Fig. 1: I/O pins on the die edge
(4 px per um) Pins as bars across the die edge, other pins in gray.
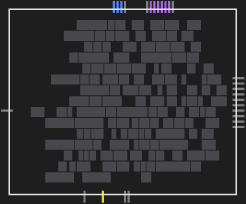
Fig. 2: register map, names as in the netlist
(4 px per um)
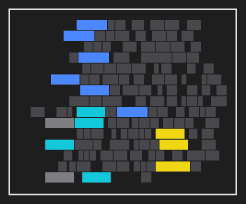
Fig. 3: routed metal, one color a layer
(6 px per um)
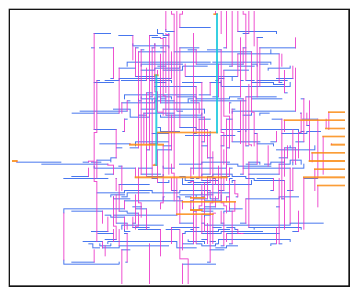
$ cat config.mk
export PLATFORM = sky130hd
export DESIGN_NAME = multicycle_control_fsm_flat
export DESIGN_NICKNAME = d
export VERILOG_FILES = /design/src/rtl/multicycle_control_fsm_if.sv /design/src/rtl/multicycle_control_fsm.sv /design/src/flat_wrapper.sv
export SDC_FILE = /design/constraint.sdc
export NUM_CORES = 1
export LEC_CHECK = 0
export CORE_ASPECT_RATIO = 0.8
export CORE_MARGIN = 2
export CORE_UTILIZATION = 40
export CTS_BUF_LIST = sky130_fd_sc_hd__clkbuf_8
export CTS_CLUSTER_DIAMETER = 200
export CTS_CLUSTER_SIZE = 24
export DETAILED_ROUTE_END_ITERATION = 8
export PLACE_DENSITY = 0.79
export SETUP_SLACK_MARGIN = 0.05
export SKIP_LAST_GASP = 1
export SYNTH_ARGS = -nofsm -noshare
export SYNTH_HDL_FRONTEND = slang
export SYNTH_SLANG_ARGS = --single-unit
$ cat constraint.sdc
create_clock -name clk_i -period 2.11 [get_ports clk_i]
set_input_delay 0.3165 -clock clk_i [delete_from_list [all_inputs] [get_ports clk_i]]
set_output_delay 0.3165 -clock clk_i [all_outputs]
set_load 0.03 [all_outputs]
$ cat src/rtl/multicycle_control_fsm_if.sv
// Opcode/ready inputs and datapath/memory control outputs of the multi-cycle control FSM.
// The master side is the FSM; the slave side is the datapath and memory it steers.
interface multicycle_control_fsm_if #(
  parameter int unsigned OpcodeW = 6
);
  logic [OpcodeW-1:0] opcode;
  logic               imem_ready;
  logic               dmem_ready;
  logic               imem_req;
  logic               ir_write;
  logic               pc_write;
  logic               pc_src;
  logic               reg_read;
  logic               alu_src;
  logic [2:0]         alu_op;
  logic               mem_read;
  logic               mem_write;
  logic               mem_to_reg;
  logic               reg_dst;
  logic               reg_write;
  logic               retire;
  logic               illegal_op;
  logic               bus_err;

  modport master (
    input  opcode, imem_ready, dmem_ready,
    output imem_req, ir_write, pc_write, pc_src, reg_read, alu_src, alu_op,
           mem_read, mem_write, mem_to_reg, reg_dst, reg_write, retire,
           illegal_op, bus_err
  );

  modport slave (
    output opcode, imem_ready, dmem_ready,
    input  imem_req, ir_write, pc_write, pc_src, reg_read, alu_src, alu_op,
           mem_read, mem_write, mem_to_reg, reg_dst, reg_write, retire,
           illegal_op, bus_err
  );
endinterface

$ cat src/rtl/multicycle_control_fsm.sv
// Multi-cycle control FSM: steps each instruction through FETCH/DECODE/EXEC/MEM/WB,
// stalls on memory handshakes, and traps on illegal opcodes or a stall watchdog timeout.
module multicycle_control_fsm #(
  parameter int unsigned          OpcodeW  = 6,
  parameter logic [OpcodeW-1:0]   OpLw     = 6'b101000,
  parameter logic [OpcodeW-1:0]   OpSw     = 6'b100011,
  parameter logic [OpcodeW-1:0]   OpLsr    = 6'b110010,
  parameter logic [OpcodeW-1:0]   OpRsr    = 6'b111011,
  parameter logic [OpcodeW-1:0]   OpJ      = 6'b000010,
  parameter int unsigned          StallMax = 15
) (
  input  logic                            clk_i,
  input  logic                            rst_ni,
  multicycle_control_fsm_if.master        bus_io
);

  localparam int unsigned CntW = $clog2(StallMax + 1);

  typedef enum logic [2:0] {
    StIdle   = 3'd0,
    StFetch  = 3'd1,
    StDecode = 3'd2,
    StExec   = 3'd3,
    StMem    = 3'd4,
    StWb     = 3'd5,
    StTrap   = 3'd7
  } state_e;

  state_e             state_q, state_d;
  logic [OpcodeW-1:0] op_q, op_d;
  logic [CntW-1:0]    stall_q, stall_d;
  logic               illegal_q, illegal_d;
  logic               bus_err_q, bus_err_d;

  function automatic logic [2:0] alu_op_of(input logic [OpcodeW-1:0] op);
    if (op == OpLsr)      return 3'b100;
    else if (op == OpRsr) return 3'b101;
    else if (op == OpJ)   return 3'b111;
    else                  return 3'b000;
  endfunction

  always_ff @(posedge clk_i) begin
    if (!rst_ni) begin
      state_q   <= StIdle;
      op_q      <= '0;
      stall_q   <= '0;
      illegal_q <= 1'b0;
      bus_err_q <= 1'b0;
    end else begin
      state_q   <= state_d;
      op_q      <= op_d;
      stall_q   <= stall_d;
      illegal_q <= illegal_d;
      bus_err_q <= bus_err_d;
    end
  end

  always_comb begin
    state_d   = state_q;
    op_d      = op_q;
    stall_d   = '0;
    illegal_d = illegal_q;
    bus_err_d = bus_err_q;

    bus_io.imem_req   = 1'b0;
    bus_io.ir_write   = 1'b0;
    bus_io.pc_write   = 1'b0;
    bus_io.pc_src     = 1'b0;
    bus_io.reg_read   = 1'b0;
    bus_io.alu_src    = 1'b0;
    bus_io.alu_op     = 3'b000;
    bus_io.mem_read   = 1'b0;
    bus_io.mem_write  = 1'b0;
    bus_io.mem_to_reg = 1'b0;
    bus_io.reg_dst    = 1'b0;
    bus_io.reg_write  = 1'b0;
    bus_io.retire     = 1'b0;
    bus_io.illegal_op = illegal_q;
    bus_io.bus_err    = bus_err_q;

    unique case (state_q)
      StIdle: state_d = StFetch;

      StFetch: begin
        bus_io.imem_req = 1'b1;
        if (bus_io.imem_ready) begin
          bus_io.ir_write = 1'b1;
          bus_io.pc_write = 1'b1;
          state_d         = StDecode;
        end else if (stall_q == CntW'(StallMax)) begin
          state_d   = StTrap;
          bus_err_d = 1'b1;
        end else begin
          stall_d = stall_q + CntW'(1);
        end
      end

      // The live opcode is used here since op_q only captures it at the end of this cycle.
      StDecode: begin
        bus_io.reg_read = 1'b1;
        op_d            = bus_io.opcode;
        if (bus_io.opcode == OpJ) begin
          bus_io.pc_write = 1'b1;
          bus_io.pc_src   = 1'b1;
          bus_io.retire   = 1'b1;
          state_d         = StFetch;
        end else if (bus_io.opcode == OpLw || bus_io.opcode == OpSw ||
                     bus_io.opcode == OpLsr || bus_io.opcode == OpRsr) begin
          state_d = StExec;
        end else begin
          state_d   = StTrap;
          illegal_d = 1'b1;
        end
      end

      StExec: begin
        bus_io.alu_op  = alu_op_of(op_q);
        bus_io.alu_src = (op_q == OpLw) || (op_q == OpSw);
        state_d        = bus_io.alu_src ? StMem : StWb;
      end

      StMem: begin
        bus_io.mem_read  = (op_q == OpLw);
        bus_io.mem_write = (op_q == OpSw);
        if (bus_io.dmem_ready) begin
          if (op_q == OpLw) begin
            state_d = StWb;
          end else begin
            bus_io.retire = 1'b1;
            state_d       = StFetch;
          end
        end else if (stall_q == CntW'(StallMax)) begin
          state_d   = StTrap;
          bus_err_d = 1'b1;
        end else begin
          stall_d = stall_q + CntW'(1);
        end
      end

      StWb: begin
        bus_io.reg_write  = 1'b1;
        bus_io.mem_to_reg = (op_q == OpLw);
        bus_io.reg_dst    = (op_q != OpLw);
        bus_io.retire     = 1'b1;
        state_d           = StFetch;
      end

      StTrap: state_d = StTrap;

      default: state_d = StIdle;
    endcase
  end

endmodule
$ cat src/flat_wrapper.sv
// flat-port wrapper written by rule: the top's interface ports become plain ports
module multicycle_control_fsm_flat 
#(
  parameter int unsigned          OpcodeW  = 6,
  parameter logic [OpcodeW-1:0]   OpLw     = 6'b101000,
  parameter logic [OpcodeW-1:0]   OpSw     = 6'b100011,
  parameter logic [OpcodeW-1:0]   OpLsr    = 6'b110010,
  parameter logic [OpcodeW-1:0]   OpRsr    = 6'b111011,
  parameter logic [OpcodeW-1:0]   OpJ      = 6'b000010,
  parameter int unsigned          StallMax = 15
)
  (clk_i, rst_ni, bus_io_opcode, bus_io_imem_ready, bus_io_dmem_ready, bus_io_imem_req, bus_io_ir_write, bus_io_pc_write, bus_io_pc_src, bus_io_reg_read, bus_io_alu_src, bus_io_alu_op, bus_io_mem_read, bus_io_mem_write, bus_io_mem_to_reg, bus_io_reg_dst, bus_io_reg_write, bus_io_retire, bus_io_illegal_op, bus_io_bus_err);
  multicycle_control_fsm_if #(.OpcodeW(OpcodeW)) bus_io_i ();
  input  logic clk_i;
  input  logic rst_ni;
  input wire logic [$bits(bus_io_i.opcode)-1:0] bus_io_opcode;
  input wire logic [$bits(bus_io_i.imem_ready)-1:0] bus_io_imem_ready;
  input wire logic [$bits(bus_io_i.dmem_ready)-1:0] bus_io_dmem_ready;
  output wire logic [$bits(bus_io_i.imem_req)-1:0] bus_io_imem_req;
  output wire logic [$bits(bus_io_i.ir_write)-1:0] bus_io_ir_write;
  output wire logic [$bits(bus_io_i.pc_write)-1:0] bus_io_pc_write;
  output wire logic [$bits(bus_io_i.pc_src)-1:0] bus_io_pc_src;
  output wire logic [$bits(bus_io_i.reg_read)-1:0] bus_io_reg_read;
  output wire logic [$bits(bus_io_i.alu_src)-1:0] bus_io_alu_src;
  output wire logic [$bits(bus_io_i.alu_op)-1:0] bus_io_alu_op;
  output wire logic [$bits(bus_io_i.mem_read)-1:0] bus_io_mem_read;
  output wire logic [$bits(bus_io_i.mem_write)-1:0] bus_io_mem_write;
  output wire logic [$bits(bus_io_i.mem_to_reg)-1:0] bus_io_mem_to_reg;
  output wire logic [$bits(bus_io_i.reg_dst)-1:0] bus_io_reg_dst;
  output wire logic [$bits(bus_io_i.reg_write)-1:0] bus_io_reg_write;
  output wire logic [$bits(bus_io_i.retire)-1:0] bus_io_retire;
  output wire logic [$bits(bus_io_i.illegal_op)-1:0] bus_io_illegal_op;
  output wire logic [$bits(bus_io_i.bus_err)-1:0] bus_io_bus_err;
  assign bus_io_i.opcode = bus_io_opcode;
  assign bus_io_i.imem_ready = bus_io_imem_ready;
  assign bus_io_i.dmem_ready = bus_io_dmem_ready;
  assign bus_io_imem_req = bus_io_i.imem_req;
  assign bus_io_ir_write = bus_io_i.ir_write;
  assign bus_io_pc_write = bus_io_i.pc_write;
  assign bus_io_pc_src = bus_io_i.pc_src;
  assign bus_io_reg_read = bus_io_i.reg_read;
  assign bus_io_alu_src = bus_io_i.alu_src;
  assign bus_io_alu_op = bus_io_i.alu_op;
  assign bus_io_mem_read = bus_io_i.mem_read;
  assign bus_io_mem_write = bus_io_i.mem_write;
  assign bus_io_mem_to_reg = bus_io_i.mem_to_reg;
  assign bus_io_reg_dst = bus_io_i.reg_dst;
  assign bus_io_reg_write = bus_io_i.reg_write;
  assign bus_io_retire = bus_io_i.retire;
  assign bus_io_illegal_op = bus_io_i.illegal_op;
  assign bus_io_bus_err = bus_io_i.bus_err;
  multicycle_control_fsm #(.OpcodeW(OpcodeW), .OpLw(OpLw), .OpSw(OpSw), .OpLsr(OpLsr), .OpRsr(OpRsr), .OpJ(OpJ), .StallMax(StallMax)) u_core (.clk_i(clk_i), .rst_ni(rst_ni), .bus_io(bus_io_i));
endmodule
==> commit_impl_results.txt <==
Add synthesis and place-and-route results

- Site Rows: 15
- Per the run report, area growth between synthesis and finish was 45.0%.
- Routing resource usage on met1 recorded by global route was 19.5%.
- Via/cell ratio: 5.32
- Startpoint class of the critical path: flip-flop
- Final Non-Filler Cells: ~160
* Endpoint of the most critical register-to-register path: u_core.stall_q[3]$_SDFF_PN0_
* Global route hottest layer: met2
* Count of hold buffers inserted by post-cts repair: 0
- The script logs the mean routed wire length per placed instance as between 10 and 15 um.
* Destination of the critical timing path: bus_io_retire
- Subtracting the final worst setup slack from the clock period gives about 2.0 ns.
* Max FO, Critical Path: 4
- Total power normalized to cell area comes to about 530 nW/um^2.
* Number of gates given a new drive strength after cts: 7
* Post-place instance area: approximately 1200 sq um
- Number of storage elements in the synthesis netlist: 15
- Average footprint of a synthesized cell: between 8 and 9 sq um
* Number of antenna violations at the first check in global routing: 0
- Final routed DRC violation total: 0
- Wire length on met3: 98 um
- Count of flip-flops with a built-in enable after synthesis: 0
- Hold Crit Start: u_core.stall_q[0]$_SDFF_PN0_
- After filler insertion, the fill cell instance count of the layout stands at 178.
* Worst voltage drop across the vdd grid: around 0.00045 V
- Across the routed clock network, the largest skew measured is between 0.005 and 0.006 ns.
* Met3 Resource Use GR: under 10%
- Outcome: complete, no violations
* Power Internal: between 400 and 500 uW
- The library cells used most frequently in the layout, excluding fill and tap cells, are sky130_fd_sc_hd__buf_4, sky130_fd_sc_hd__clkdlybuf4s50_1, sky130_fd_sc_hd__dfxtp_1, sky130_fd_sc_hd__nor2b_1, sky130_fd_sc_hd__mux2i_1.
* Dominant logic cell type in the layout: sky130_fd_sc_hd__buf_4
- The floorplan step records an initial core utilization of approximately two fifths.
- Yosys mapped the design onto 37 distinct sky130hd cell types.
- Final-layout worst hold slack: about 0.47 ns
* Number of clock sinks: 15
- Power in the clock group: between 200 and 250 uW
- The number of buffers and inverters on the critical path is 1.
* Vias in the first global route: 789
* Flip-flop count of the largest register, all copies and words added: 6
* Endpoint with the worst hold slack: u_core.stall_q[0]$_SDFF_PN0_
Back to the opening pictures, Fig. 1:
- purple: bus_io_opcode (pins 6; direction input; edge north)
- yellow: rst_ni (pins 1; direction input; edge south)
- blue: bus_io_alu_op (pins 3; direction output; edge north)
number of input and output port buffers inserted: 26
Die H: 45.9 um
die boundary width: 56.4 um

Back to the opening pictures, Fig. 2:
- blue: u_core.op_q (flops 6)
- yellow: u_core.state_q (flops 3)
- cyan: u_core.stall_q (flops 4)
register area: 309 sq um
Seq power: 304 uW
fraction of standard cell area that is sequential: 24.3%

Back to the opening pictures, Fig. 3:
- orange: metal 3 (wire length 98.7 um)
- magenta: metal 2 (wire length 1050 um)
- cyan: metal 4 (wire length 34.7 um)
- blue: metal 1 (wire length 955 um)

Power figures rest on the tool's default switching activity, not on a simulated workload.
